==> run_1/flops_by_reg.png <==
Bar = 20 µm. Other sequential cells in the stronger gray, the rest of the logic in the fainter gray.
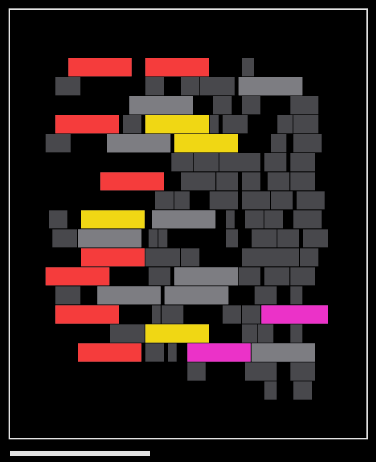
==> run_1/logic_types.png <==
Bar = 20 µm.
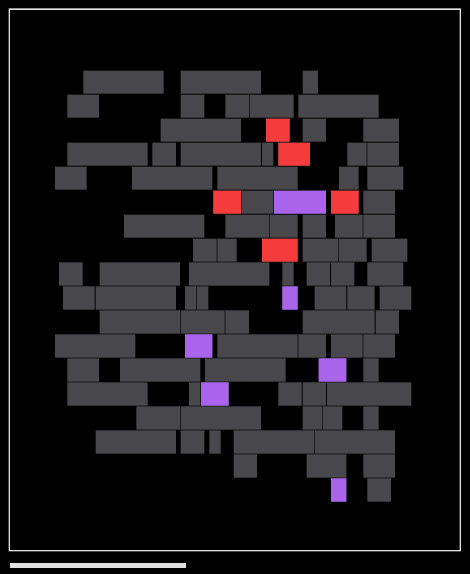
==> run_1/clocks.png <==
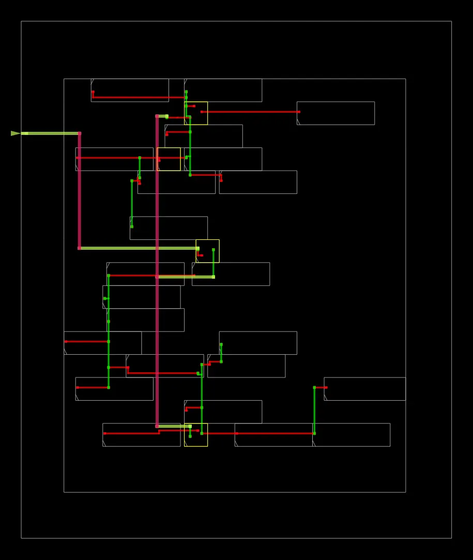
`config.mk`:
```
export PLATFORM = sky130hd
export DESIGN_NAME = irq_pending_latch
export DESIGN_NICKNAME = d
export VERILOG_FILES = /design/src/rtl/irq_pending_latch_pkg.sv /design/src/rtl/irq_pending_latch_sync.sv /design/src/rtl/irq_pending_latch.sv
export SDC_FILE = /design/constraint.sdc
export NUM_CORES = 1
export LEC_CHECK = 0
export CORE_ASPECT_RATIO = 1.25
export CORE_MARGIN = 5
export CORE_UTILIZATION = 40
export DETAILED_ROUTE_END_ITERATION = 10
export GPL_ROUTABILITY_DRIVEN = 0
export PLACE_DENSITY = 0.69
export SYNTH_ARGS = -nofsm -noshare
export SYNTH_HDL_FRONTEND = slang
export SYNTH_HIERARCHICAL = 1
export SYNTH_SLANG_ARGS = --single-unit
```
`constraint.sdc`:
```
create_clock -name clk -period 1.2 [get_ports clk]
set_input_delay 0.12 -clock clk [delete_from_list [all_inputs] [get_ports clk]]
set_output_delay 0.12 -clock clk [all_outputs]
set_load 0.03 [all_outputs]
```
`src/rtl/irq_pending_latch_pkg.sv`:
```
`default_nettype none
// ============================================================================
//  Module   : irq_pending_latch_pkg
//  Purpose  : Shared constants and FSM state encoding for the interrupt
//             pending latch that feeds the 4-to-2 priority encoder.
//  Contents :
//    IRQ_N     - default number of request lines (power of 2, >= 2)
//    IRQ_SYNC  - default synchroniser depth per line (>= 2)
//    state_e   - 2-bit handshake FSM state codes
//  Revision : 1.0 - initial release
// ============================================================================
package irq_pending_latch_pkg;

    localparam int IRQ_N    = 4;
    localparam int IRQ_SYNC = 2;

    // Handshake FSM state codes. The encoding is fixed so that the state
    // value can be observed and compared directly in debug tooling.
    typedef enum logic [1:0] {
        ST_IDLE = 2'd0,
        ST_REQ  = 2'd1,
        ST_HOLD = 2'd2
    } state_e;

endpackage : irq_pending_latch_pkg
`default_nettype wire

```
`src/rtl/irq_pending_latch_sync.sv`:
```
`default_nettype none
// ============================================================================
//  Module   : irq_pending_latch_sync
//  Purpose  : Per-line multi-flop synchroniser followed by a rising-edge
//             detector. Each request line passes through SYNC_STAGES flops,
//             then a "previous" flop; an event is reported for one cycle
//             when the synchronised value is 1 and the previous value is 0.
//  Ports    :
//    clk       in   1   rising-edge clock
//    rst_n     in   1   asynchronous active-low reset
//    irq_in_i  in   N   asynchronous request lines
//    rise_o    out  N   one-cycle rising-edge indication per line
//  Revision : 1.0 - initial release
// ============================================================================
module irq_pending_latch_sync
    import irq_pending_latch_pkg::*;
#(
    parameter int N           = IRQ_N,
    parameter int SYNC_STAGES = IRQ_SYNC
) (
    input  logic         clk,
    input  logic         rst_n,
    input  logic [N-1:0] irq_in_i,
    output logic [N-1:0] rise_o
);

    // Stage 0 samples the raw asynchronous input; stage SYNC_STAGES-1 is
    // the first value considered safe to use in synchronous logic.
    logic [SYNC_STAGES-1:0][N-1:0] sync_q;
    logic [N-1:0]                  prev_q;

    // All stages clear on reset, so a line that is held high across reset
    // release is seen as a fresh 0->1 transition and yields one event.
    always_ff @(posedge clk or negedge rst_n) begin
        if (!rst_n) begin
            sync_q <= '0;
            prev_q <= '0;
        end else begin
            sync_q <= {sync_q[SYNC_STAGES-2:0], irq_in_i};
            prev_q <= sync_q[SYNC_STAGES-1];
        end
    end

    assign rise_o = sync_q[SYNC_STAGES-1] & ~prev_q;

endmodule : irq_pending_latch_sync
`default_nettype wire

```
`src/rtl/irq_pending_latch.sv`:
```
`default_nettype none
// ============================================================================
//  Module   : irq_pending_latch
//  Purpose  : Upstream stage of the 4-to-2 priority encoder. Synchronises
//             N asynchronous request lines, latches each rising edge into a
//             pending register, presents the masked pending vector to the
//             encoder and runs a request/acknowledge handshake with the
//             consumer, which returns the serviced index for clearing.
//  Ports    :
//    clk       in   1          rising-edge clock
//    rst_n     in   1          asynchronous active-low reset
//    irq_in    in   N          asynchronous request lines, rising edge = event
//    mask      in   N          1 = line enabled (synchronous to clk)
//    ack       in   1          one-cycle pulse: consumer serviced ack_idx
//    ack_idx   in   log2(N)    index being acknowledged (encoder {x,y})
//    clr_lost  in   1          one-cycle pulse: clears lost[]
//    pend_o    out  N          pend & mask, drives encoder D input
//    irq_req   out  1          request to consumer, high while in REQ
//    lost      out  N          sticky: edge arrived on an already pending bit
//    ack_err   out  1          one-cycle pulse: ack rejected
//  Revision : 1.0 - initial release
// ============================================================================
module irq_pending_latch
    import irq_pending_latch_pkg::*;
#(
    parameter int N           = IRQ_N,
    parameter int SYNC_STAGES = IRQ_SYNC
) (
    input  logic                 clk,
    input  logic                 rst_n,
    input  logic [N-1:0]         irq_in,
    input  logic [N-1:0]         mask,
    input  logic                 ack,
    input  logic [$clog2(N)-1:0] ack_idx,
    input  logic                 clr_lost,
    output logic [N-1:0]         pend_o,
    output logic                 irq_req,
    output logic [N-1:0]         lost,
    output logic                 ack_err
);

    // ------------------------------------------------------------------
    // Synchroniser and edge detector
    // ------------------------------------------------------------------
    logic [N-1:0] rise;

    irq_pending_latch_sync #(
        .N           (N),
        .SYNC_STAGES (SYNC_STAGES)
    ) u_sync (
        .clk      (clk),
        .rst_n    (rst_n),
        .irq_in_i (irq_in),
        .rise_o   (rise)
    );

    // ------------------------------------------------------------------
    // State
    // ------------------------------------------------------------------
    logic [N-1:0] pend_q;
    logic [N-1:0] pend_d;
    logic [N-1:0] lost_q;
    logic [N-1:0] lost_d;
    state_e       state_q;
    logic         irq_req_q;
    logic         ack_err_q;

    // ------------------------------------------------------------------
    // Acknowledge decode
    // ------------------------------------------------------------------
    // The accepted-ack test uses the raw pending bit, not the masked one:
    // a bit that is pending but masked is still a legal target.
    logic         ack_hit;
    logic         ack_ok;
    logic [N-1:0] clr_vec;

    assign ack_hit = pend_q[ack_idx];
    assign ack_ok  = ack && (state_q == ST_REQ) && ack_hit;

    always_comb begin
        clr_vec = '0;
        if (ack_ok) begin
            clr_vec[ack_idx] = 1'b1;
        end
    end

    // ------------------------------------------------------------------
    // Pending and lost next-state
    // ------------------------------------------------------------------
    // A new edge always wins over a clear on the same bit, and in that
    // case the event is not lost: the pending bit simply stays set for
    // the new occurrence.
    logic [N-1:0] lost_set;

    always_comb begin
        pend_d   = rise | (pend_q & ~clr_vec);
        lost_set = rise & pend_q & ~clr_vec;
        // A set in the same cycle as clr_lost takes priority.
        lost_d   = lost_set | (clr_lost ? '0 : lost_q);
    end

    always_ff @(posedge clk or negedge rst_n) begin
        if (!rst_n) begin
            pend_q <= '0;
            lost_q <= '0;
        end else begin
            pend_q <= pend_d;
            lost_q <= lost_d;
        end
    end

    // Purely combinational from pend and mask, so unmasking a pending bit
    // shows on the encoder input without waiting for a clock.
    assign pend_o = pend_q & mask;

    // ------------------------------------------------------------------
    // Handshake FSM with registered outputs
    // ------------------------------------------------------------------
    always_ff @(posedge clk or negedge rst_n) begin
        if (!rst_n) begin
            state_q   <= ST_IDLE;
            irq_req_q <= 1'b0;
            ack_err_q <= 1'b0;
        end else begin
            ack_err_q <= 1'b0;
            case (state_q)
                ST_IDLE: begin
                    if (ack) begin
                        ack_err_q <= 1'b1;
                    end
                    if (|pend_o) begin
                        state_q   <= ST_REQ;
                        irq_req_q <= 1'b1;
                    end
                end

                ST_REQ: begin
                    if (ack) begin
                        if (ack_hit) begin
                            state_q   <= ST_HOLD;
                            irq_req_q <= 1'b0;
                        end else begin
                            ack_err_q <= 1'b1;
                        end
                    end else if (pend_o == '0) begin
                        // Everything pending has been masked away.
                        state_q   <= ST_IDLE;
                        irq_req_q <= 1'b0;
                    end
                end

                ST_HOLD: begin
                    // One quiet cycle lets the encoder and consumer see
                    // the vector with the serviced bit removed.
                    if (ack) begin
                        ack_err_q <= 1'b1;
                    end
                    state_q   <= ST_IDLE;
                    irq_req_q <= 1'b0;
                end

                default: begin
                    state_q   <= ST_IDLE;
                    irq_req_q <= 1'b0;
                end
            endcase
        end
    end

    assign irq_req = irq_req_q;
    assign ack_err = ack_err_q;
    assign lost    = lost_q;

endmodule : irq_pending_latch
`default_nettype wire
```
==> reports/metrics.cfg, run 1 <==
[clocking]
clkTransAtPathRegs_ns = 0.12
ctsResizeCount = 10
cts_sinks = 23

[global_route]
grt_pass1_wl_um = 2760
grt_util_met2_pct = 19.50
grt_use_total_pct = 12.08

[synth]
top_cells_by_area = dfrtp_1 (69%), nor2b_4 (6.6%), and2_1 (3.7%)
synthSimpleGateAreaFrac_pct = 16.10
ys.flop_type = dfrtp_1
synthArstFlopShare_pct = 100.0
synth.distinct_cells = 19
syn_inst = 56
synth-seq-area-share_pct = 68.55

[floorplanning]
dieArea_um2 = 3121
fp-row-count = 18
initial_utilization_pct = 42.36
core_region_area_um2 = 1982

[worst_setup_path]
cp.arrival_ns = 1.51
critical_path_depth = 2
critPathCapture = state_q[0]
crit_required_ns = 1.43
rr_endpoint = state_q[0]

[power_and_ir_drop]
p_total_mw = 2.026
p_clk_share_pct = 17.8
powerComb_uw = 686
internal_power_mw = 1.368

[detailed_routing]
ant_nets = 0
via_per_inst = 5.257
wl_met1_um = 617

[timing]
tightest_slew_ns = 0.2982
hold_ws_ns = 0.1297
fin_crit_ns = 1.273
finalSetupViolCount = 6
fin_ws_ns = -0.07261

[cells_and_area]
num_antenna_cells = 0
logic_gate_count = 29
num-nets-final = 108
buf_share_pct = 24.10
dominant_cells = flip-flops and latches

[job]
maxCapViolations = 0
warnings = 29

[run_status]
status = finished with violations
violations = setup timing

## Picture notes: flops_by_reg.png
| color | netlist name | flops |
|---|---|---|
| red | u_sync/sync_q | 8 |
| yellow | lost | 4 |
| magenta | state_q | 2 |
not colored: 9
sequential cell area share: 47.67%
sequential power: 980 µW
Final Util: 61.05%
Flop area: 576.8 µm²

## Picture notes: logic_types.png
| color | family | cells | most used |
|---|---|---|---|
| purple | aoi and oai cells | 6 | o2bb2ai_1 |
| red | non-inverting ao/oa cells | 5 | a22o_1 |
most used logic cell in the final layout: dfrtp_1
fin cells: 113
logic share of the area: 22.44%

## Picture notes: clocks.png
Clock group: 360 µW
Flop Count: 23
Setup Skew: 0.006121 ns

--- run 2 (diff from run 1) ---
--- a/config.mk
+++ b/config.mk
@@ -11,6 +11,7 @@
 export DETAILED_ROUTE_END_ITERATION = 10
 export GPL_ROUTABILITY_DRIVEN = 0
 export PLACE_DENSITY = 0.69
+export SLEW_MARGIN = 10
 export SYNTH_ARGS = -nofsm -noshare
 export SYNTH_HDL_FRONTEND = slang
 export SYNTH_HIERARCHICAL = 1
==> run_2/flops_by_reg.png <==
Bar = 20 µm. Other sequential cells in the stronger gray, the rest of the logic in the fainter gray.
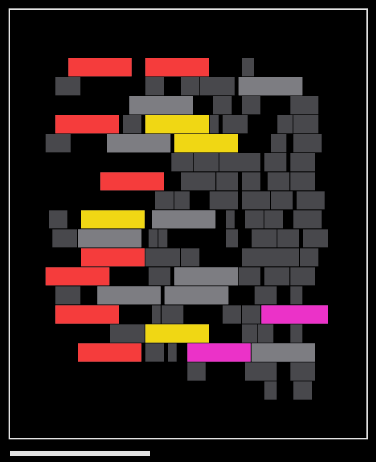
| color | netlist name | flops |
|---|---|---|
| yellow | lost | 4 |
| magenta | state_q | 2 |
| red | u_sync/sync_q | 8 |
not colored: 9

==> reports/metrics.cfg, run 2 <==
[cells_and_area]
fin_cells = 113  ; unchanged
flop-count = 23  ; unchanged
num_antenna_cells = 0  ; unchanged
seq_area_um2 = 576.8  ; unchanged
layout.cells.most_common = dfrtp_1  ; unchanged
comb_share_pct = 22.44  ; unchanged
utilization_pct = 61.05  ; unchanged
logic_gate_count = 29  ; unchanged

[timing]
finalSetupViolCount = 6  ; unchanged
fin_ws_ns = -0.07261  ; unchanged
tightest_slew_ns = 0.2982  ; unchanged

[synth]
ys.flop_type = dfrtp_1  ; unchanged
synth-seq-area-share_pct = 68.55  ; unchanged
synthArstFlopShare_pct = 100.0  ; unchanged

[power_and_ir_drop]
powerComb_uw = 686  ; about the same
p_seq_uw = 980  ; about the same
internal_power_mw = 1.368  ; unchanged
pg_clk_uw = 360  ; about the same

[clocking]
cts_sinks = 23  ; unchanged
ctsResizeCount = 10  ; unchanged
clkTransAtPathRegs_ns = 0.12  ; about the same

[run_status]
violations = setup timing  ; unchanged
status = finished with violations  ; unchanged

[floorplanning]
initial_utilization_pct = 42.36  ; unchanged
core_region_area_um2 = 1982  ; unchanged
dieArea_um2 = 3121  ; unchanged

[worst_setup_path]
cp.arrival_ns = 1.51  ; about the same
rr_endpoint = state_q[0]  ; unchanged
crit_required_ns = 1.43  ; about the same
critPathCapture = state_q[0]  ; unchanged

[job]
maxCapViolations = 0  ; unchanged
warnings = 29  ; unchanged

[detailed_routing]
wl_met1_um = 617  ; unchanged

No activity file was given, so power comes from the tool's default toggle rates.
